### PDN straps and rails

Scale bar: 50 um. Pins as bars on the die edge.
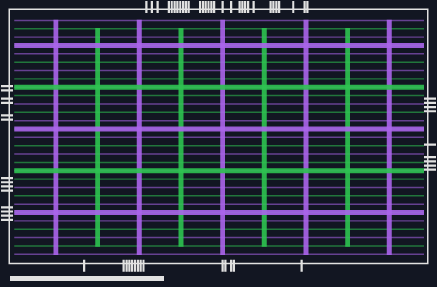
### Placement by cell class

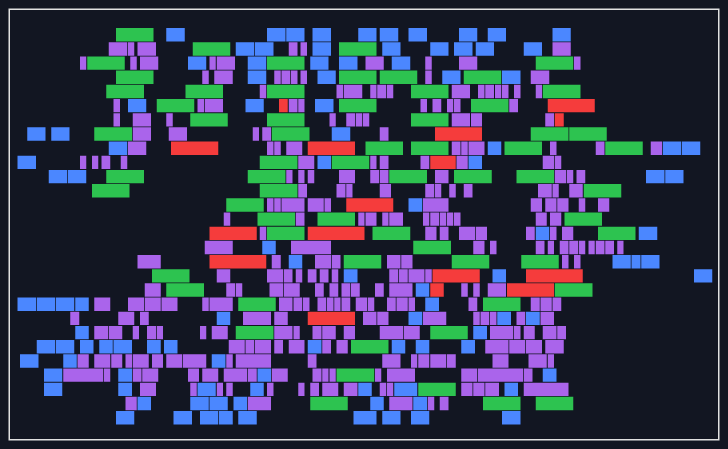
### Clock wires, drivers and flops

Scale bar: 50 um.
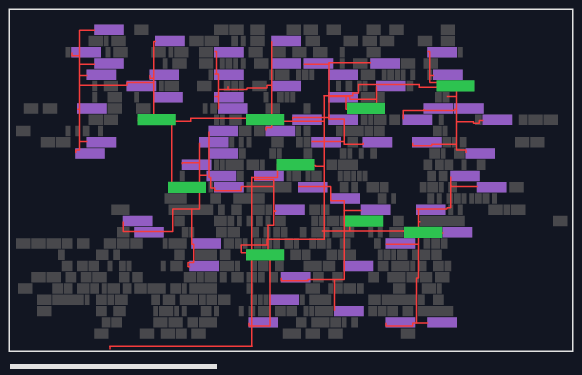
--- config.mk ---
export PLATFORM = sky130hd
export DESIGN_NAME = adc_scan_sched
export DESIGN_NICKNAME = d
export VERILOG_FILES = /design/src/rtl/adc_scan_sched_pkg.sv /design/src/rtl/adc_tick_gen.sv /design/src/rtl/adc_scan_sched.sv
export SDC_FILE = /design/constraint.sdc
export NUM_CORES = 1
export LEC_CHECK = 0
export CORE_ASPECT_RATIO = 0.6
export CORE_UTILIZATION = 30
export DETAILED_ROUTE_END_ITERATION = 8
export PLACE_DENSITY = 0.62
export SLEW_MARGIN = 25
export SYNTH_ARGS = -nofsm -noshare
export SYNTH_HDL_FRONTEND = slang
export SYNTH_SLANG_ARGS = --single-unit
--- constraint.sdc ---
create_clock -name clk -period 2 [get_ports clk]
set_input_delay 0.2 -clock clk [delete_from_list [all_inputs] [get_ports clk]]
set_output_delay 0.2 -clock clk [all_outputs]
set_load 0.02 [all_outputs]
--- src/rtl/adc_scan_sched_pkg.sv ---
// rtl/adc_scan_sched_pkg.sv - shared types and constants for the ADC scan scheduler
//
// Purpose: FSM state encoding, ADC channel codes, default timeout, and the
//          lowest-enabled-channel helper shared by the scheduler files.
package adc_scan_sched_pkg;

  localparam int TIMEOUT_DEF = 64;
  localparam int PER_W_DEF   = 16;

  typedef enum logic [2:0] {
    ST_IDLE      = 3'd0,
    ST_PICK      = 3'd1,
    ST_REQ       = 3'd2,
    ST_WAIT_DONE = 3'd3,
    ST_CAPTURE   = 3'd4,
    ST_RELEASE   = 3'd5,
    ST_FINISH    = 3'd6
  } state_t;

  localparam logic [1:0] CH_X = 2'd0;
  localparam logic [1:0] CH_Y = 2'd1;
  localparam logic [1:0] CH_Z = 2'd2;

  // Lowest set bit of a channel mask, in scan order x, y, z.
  // Callers only use the result when the mask is non-zero.
  function automatic logic [1:0] lowest_ch(input logic [2:0] m);
    if (m[0])      return CH_X;
    else if (m[1]) return CH_Y;
    else           return CH_Z;
  endfunction

endpackage

--- src/rtl/adc_tick_gen.sv ---
// rtl/adc_tick_gen.sv - scan period tick generator
//
// Purpose: down-counter that produces a one-cycle tick every 'period' cycles
//          (every cycle when period is 0 or 1).
// Ports:
//   clk, rst   - clock, synchronous active-high reset
//   load       - reload the counter from period (driven on each accepted tick)
//   en         - count enable; tick is suppressed while low
//   period     - cycles between ticks
//   tick       - high while enabled and the counter sits at zero
module adc_tick_gen #(
  parameter int PER_W = 16
) (
  input  logic             clk,
  input  logic             rst,
  input  logic             load,
  input  logic             en,
  input  logic [PER_W-1:0] period,
  output logic             tick
);

  logic [PER_W-1:0] cnt;

  assign tick = en && (cnt == '0);

  // The tick cycle itself counts as one of the period cycles, so the reload
  // value is period-1; period 0 reloads 0 and ticks every cycle.
  always_ff @(posedge clk) begin
    if (rst) begin
      cnt <= '0;
    end else if (load) begin
      cnt <= (period == '0) ? '0 : period - PER_W'(1);
    end else if (en && (cnt != '0)) begin
      cnt <= cnt - PER_W'(1);
    end
  end

endmodule

--- src/rtl/adc_scan_sched.sv ---
// rtl/adc_scan_sched.sv - periodic three-channel ADC scan scheduler
//
// Purpose: on each period tick, walks the enabled channels (x, y, z) of a
//          single-request ADC, captures each result and flags it fresh.
// Ports:
//   clk, rst            - clock, synchronous active-high reset
//   scan_en             - enables periodic scanning
//   ch_mask             - channel enables, bit0 x / bit1 y / bit2 z
//   period              - cycles between scan starts, 0 = back-to-back
//   adc_done, adc_data  - ADC completion level and result
//   adc_ena, adc_di     - ADC request and channel select
//   res_x, res_y, res_z - latest captured results
//   valid, rd_clr       - per-channel fresh flags and their clear pulses
//   scan_done, busy     - end-of-scan pulse, scan in progress
//   overrun             - sticky: tick arrived while a scan was running
//   timeout_err         - sticky: a conversion exceeded TIMEOUT cycles
module adc_scan_sched
  import adc_scan_sched_pkg::*;
#(
  parameter int TIMEOUT = TIMEOUT_DEF,
  parameter int PER_W   = PER_W_DEF
) (
  input  logic             clk,
  input  logic             rst,
  input  logic             scan_en,
  input  logic [2:0]       ch_mask,
  input  logic [PER_W-1:0] period,
  input  logic             adc_done,
  input  logic [7:0]       adc_data,
  output logic             adc_ena,
  output logic [1:0]       adc_di,
  output logic [7:0]       res_x,
  output logic [7:0]       res_y,
  output logic [7:0]       res_z,
  output logic [2:0]       valid,
  input  logic [2:0]       rd_clr,
  output logic             scan_done,
  output logic             busy,
  output logic             overrun,
  output logic             timeout_err
);

  localparam int WW = $clog2(TIMEOUT + 1);

  state_t          state, state_n;
  logic            tick;
  logic            scan_start;
  logic [2:0]      scan_mask;
  logic [2:0]      done_mask;
  logic [2:0]      remaining;
  logic [1:0]      pick_ch;
  logic [1:0]      cur_ch;
  logic [WW-1:0]   wait_cnt;
  logic            wait_expired;
  logic [2:0]      cap_bits;

  // Reloading on every tick keeps ticks on a fixed grid; a tick that lands
  // mid-scan is simply dropped rather than held for later.
  adc_tick_gen #(.PER_W(PER_W)) u_tick (
    .clk    (clk),
    .rst    (rst),
    .load   (tick),
    .en     (scan_en),
    .period (period),
    .tick   (tick)
  );

  assign scan_start   = (state == ST_IDLE) && tick && scan_en && (ch_mask != 3'b000);
  assign remaining    = scan_mask & ~done_mask;
  assign pick_ch      = lowest_ch(remaining);
  assign wait_expired = (wait_cnt == WW'(TIMEOUT - 1));
  assign cap_bits     = (state == ST_CAPTURE) ? (3'b001 << cur_ch) : 3'b000;

  // State register
  always_ff @(posedge clk) begin
    if (rst) state <= ST_IDLE;
    else     state <= state_n;
  end

  // Next-state logic
  always_comb begin
    state_n = state;
    case (state)
      ST_IDLE:      if (scan_start) state_n = ST_PICK;
      ST_PICK:      state_n = (remaining == 3'b000) ? ST_FINISH : ST_REQ;
      ST_REQ:       state_n = ST_WAIT_DONE;
      ST_WAIT_DONE: begin
        if (adc_done)          state_n = ST_CAPTURE;
        else if (wait_expired) state_n = ST_RELEASE;
      end
      ST_CAPTURE:   state_n = ST_RELEASE;
      ST_RELEASE:   if (!adc_done) state_n = ST_PICK;
      ST_FINISH:    state_n = ST_IDLE;
      default:      state_n = ST_IDLE;
    endcase
  end

  // Outputs. REQ is the setup cycle: adc_di is already valid there, and the
  // request itself is presented from WAIT_DONE, so the select is stable one
  // cycle ahead of adc_ena.
  always_comb begin
    adc_ena   = 1'b0;
    busy      = 1'b1;
    scan_done = 1'b0;
    case (state)
      ST_IDLE:      busy      = 1'b0;
      ST_WAIT_DONE: adc_ena   = 1'b1;
      ST_FINISH:    scan_done = 1'b1;
      default:      ;
    endcase
  end

  assign adc_di = cur_ch;

  // Datapath, result registers and sticky flags
  always_ff @(posedge clk) begin
    if (rst) begin
      scan_mask   <= 3'b000;
      done_mask   <= 3'b000;
      cur_ch      <= CH_X;
      wait_cnt    <= '0;
      res_x       <= 8'h00;
      res_y       <= 8'h00;
      res_z       <= 8'h00;
      valid       <= 3'b000;
      overrun     <= 1'b0;
      timeout_err <= 1'b0;
    end else begin
      if (scan_start) begin
        scan_mask <= ch_mask;
        done_mask <= 3'b000;
      end

      // A timed-out channel is still marked done so the scan can finish.
      if ((state == ST_PICK) && (remaining != 3'b000)) begin
        cur_ch    <= pick_ch;
        done_mask <= done_mask | (3'b001 << pick_ch);
      end

      if ((state == ST_WAIT_DONE) && !adc_done) wait_cnt <= wait_cnt + WW'(1);
      else                                      wait_cnt <= '0;

      if ((state == ST_WAIT_DONE) && !adc_done && wait_expired) timeout_err <= 1'b1;

      if (tick && busy) overrun <= 1'b1;

      if (state == ST_CAPTURE) begin
        case (cur_ch)
          CH_X:    res_x <= adc_data;
          CH_Y:    res_y <= adc_data;
          default: res_z <= adc_data;
        endcase
      end

      // A capture in the same cycle as a clear leaves the flag set.
      valid <= (valid & ~rd_clr) | cap_bits;
    end
  end

endmodule

==> Changelog: implementation <==
### Metrics

- Result of the run: completed
- Largest cells by area: sky130_fd_sc_hd__dfxtp_1 (39%), sky130_fd_sc_hd__a21oi_1 (5.9%), sky130_fd_sc_hd__nor2_1 (5.7%), sky130_fd_sc_hd__mux2i_1 (5.6%), sky130_fd_sc_hd__nand2_1 (4.8%)
- Top cell type by total area after synthesis: sky130_fd_sc_hd__dfxtp_1
- Crit path max-delay family: buffers and inverters
- Post-detail-place hpwl: 7.445 mm
- Core Density at Floorplan: 0.3171
- Fin. max-slew vios: 0
- Flip-flop count of the largest register, all copies and words added: 16
- Placed cell areas: 0.004269 sq mm
- Startpoint of the worst-slack reg-to-reg timing path: u_tick.cnt[0]$_SDFFE_PP0P_
- Die x size: 135.8 um
- Ports: 68
- End of the worst register-to-register path: u_tick.cnt[10]$_SDFFE_PP0P_
- Number of clock-tree buffers in the layout: 10
- Initial DRC Count: 223
- Drt first pass iters: 4
- Vert. Die Dim: 82.27 um
- Layout cell share with drive strength beyond 1: 0.1619
- Seq. cell area: 0.001261 sq mm
- Slowest cell on the critical path: sky130_fd_sc_hd__clkdlybuf4s50_1
- Global-route met2 utilization: 0.2469
- Met3 global-route usage: 0.05128
- Signal buffers share of area: 0.2083
- Maximum buffer depth of the clock tree: 2
- Flip-flop cell with the highest count after synthesis: sky130_fd_sc_hd__dfxtp_1
- Wire length of the first global-routing pass: 14.90 mm
- Combinational fraction of design power: 0.297
- Max-cap violations: 0
- Startpoint of the lowest-slack hold path: rst
- Initial antenna violation count: 0
- CTS tree: built
- Number of port buffers: 67
- Most frequent logic cell in the layout: sky130_fd_sc_hd__clkdlybuf4s50_1
- Worst Hold Endpoint: valid[2]$_SDFF_PP0_
- Core Rows: 28
- Dominant power group: the clock network
- Post-synthesis mux area share: 0.05592
- Die Size: 0.01117 sq mm
- Largest voltage drop on the vdd net: 0.4634 mV
- Combinational cell power: 1420 uW
- Maximum number of pins on one net before global-route repair: 23
- Largest clock skew in the final design: 0.003868 ns
- Final setup violation count: 0
- Yosys stat chip area: 0.003222 sq mm
- Synth Instances: 383
- Finished Layout Cells: 623
- Routability-driven placement congestion ratio: 0.9617
- Largest cell class by area: logic gates
- Remaining number of nets flagged by the antenna check after routing: 0
- Synthesized area per cell: 8.412 sq um
- Hold crit path type: in -> reg
- Final period demand of the worst path: 1.902 ns
- Part of the total power dissipated in sequential elements: 0.327
- Setup Fix Bufs, Post-CTS: 0
- Area of the core: 0.01016 sq mm
- Clk pwr: 1800 uW
- Clk pin slew, worst setup/hold paths: 0.05 ns
- Fraction of synthesis flops using an asynchronous set or reset pin: 0
- Layer with the highest usage: met1
- Final tally of hold violations: 0
- Multi-input gate share of total cell area: 0.3986
- N_taps: 135
- Share of total power in the clock network: 0.376
- Proportion of synthesized chip area in sequential cells: 0.3915
- Internal power summed over all cells: 3316 uW
- Post-Layout Inst Area: 0.004662 sq mm
- WS Path Type: reg -> out
- Overall routed net length: 9.530 mm
- Cells traversed along the worst timing path: buf_4 > and3_1 > clkdlybuf4s50_1
- Simple logic cell fraction of the synthesized area: 0.2932
- Signal arrival time at the worst endpoint: 1.70 ns
- Met1 Wirelength: 4.885 mm
- CTS Hold Buffers Added: 0
- CP startpoint kind: register
- Power consumed by sequential cells: 1570 uW
- Adder Area Share: 0.01942
- Fin worst setup slack: 0.09755 ns
- Maximum operating frequency: 0.5256 GHz
- Post-route clock period utilization: 0.9512
- Worst-Margin Slew: 0.4652 ns
- Worst Reg-to-Reg Cells: 7
- Reg2Reg Setup Slack: 0.14 ns
- Final-stage net count: 522
- Area taken by multi-input logic gates: 0.001858 sq mm
- Worst slew margin relative to its limit: 0.6895
- Clock sink count: 63
- Via density per instance: 5.026
- Number of cells on the critical path: 3
Notes on 'PDN straps and rails' above:
VSS -> purple
VDD -> green
met4 straps = 9
met5 straps = 5
rows = 28
met1 rails = 29

Notes on 'Placement by cell class' above:
remaining buffers and delay cells -> blue  # cells 107, share of their area 22%
remaining logic cells -> purple  # cells 302, share of their area 43%
sequential cells -> green  # cells 63, share of their area 28%
clock drivers and dummy loads -> red  # cells 16, share of their area 7.7%

Notes on 'Clock wires, drivers and flops' above:
clock-net drivers -> green  # count 9
flip-flops -> purple  # count 63
clock wires -> red  # length 853 um
routed clock nets = 10

Power and IR drop assume default switching activity.
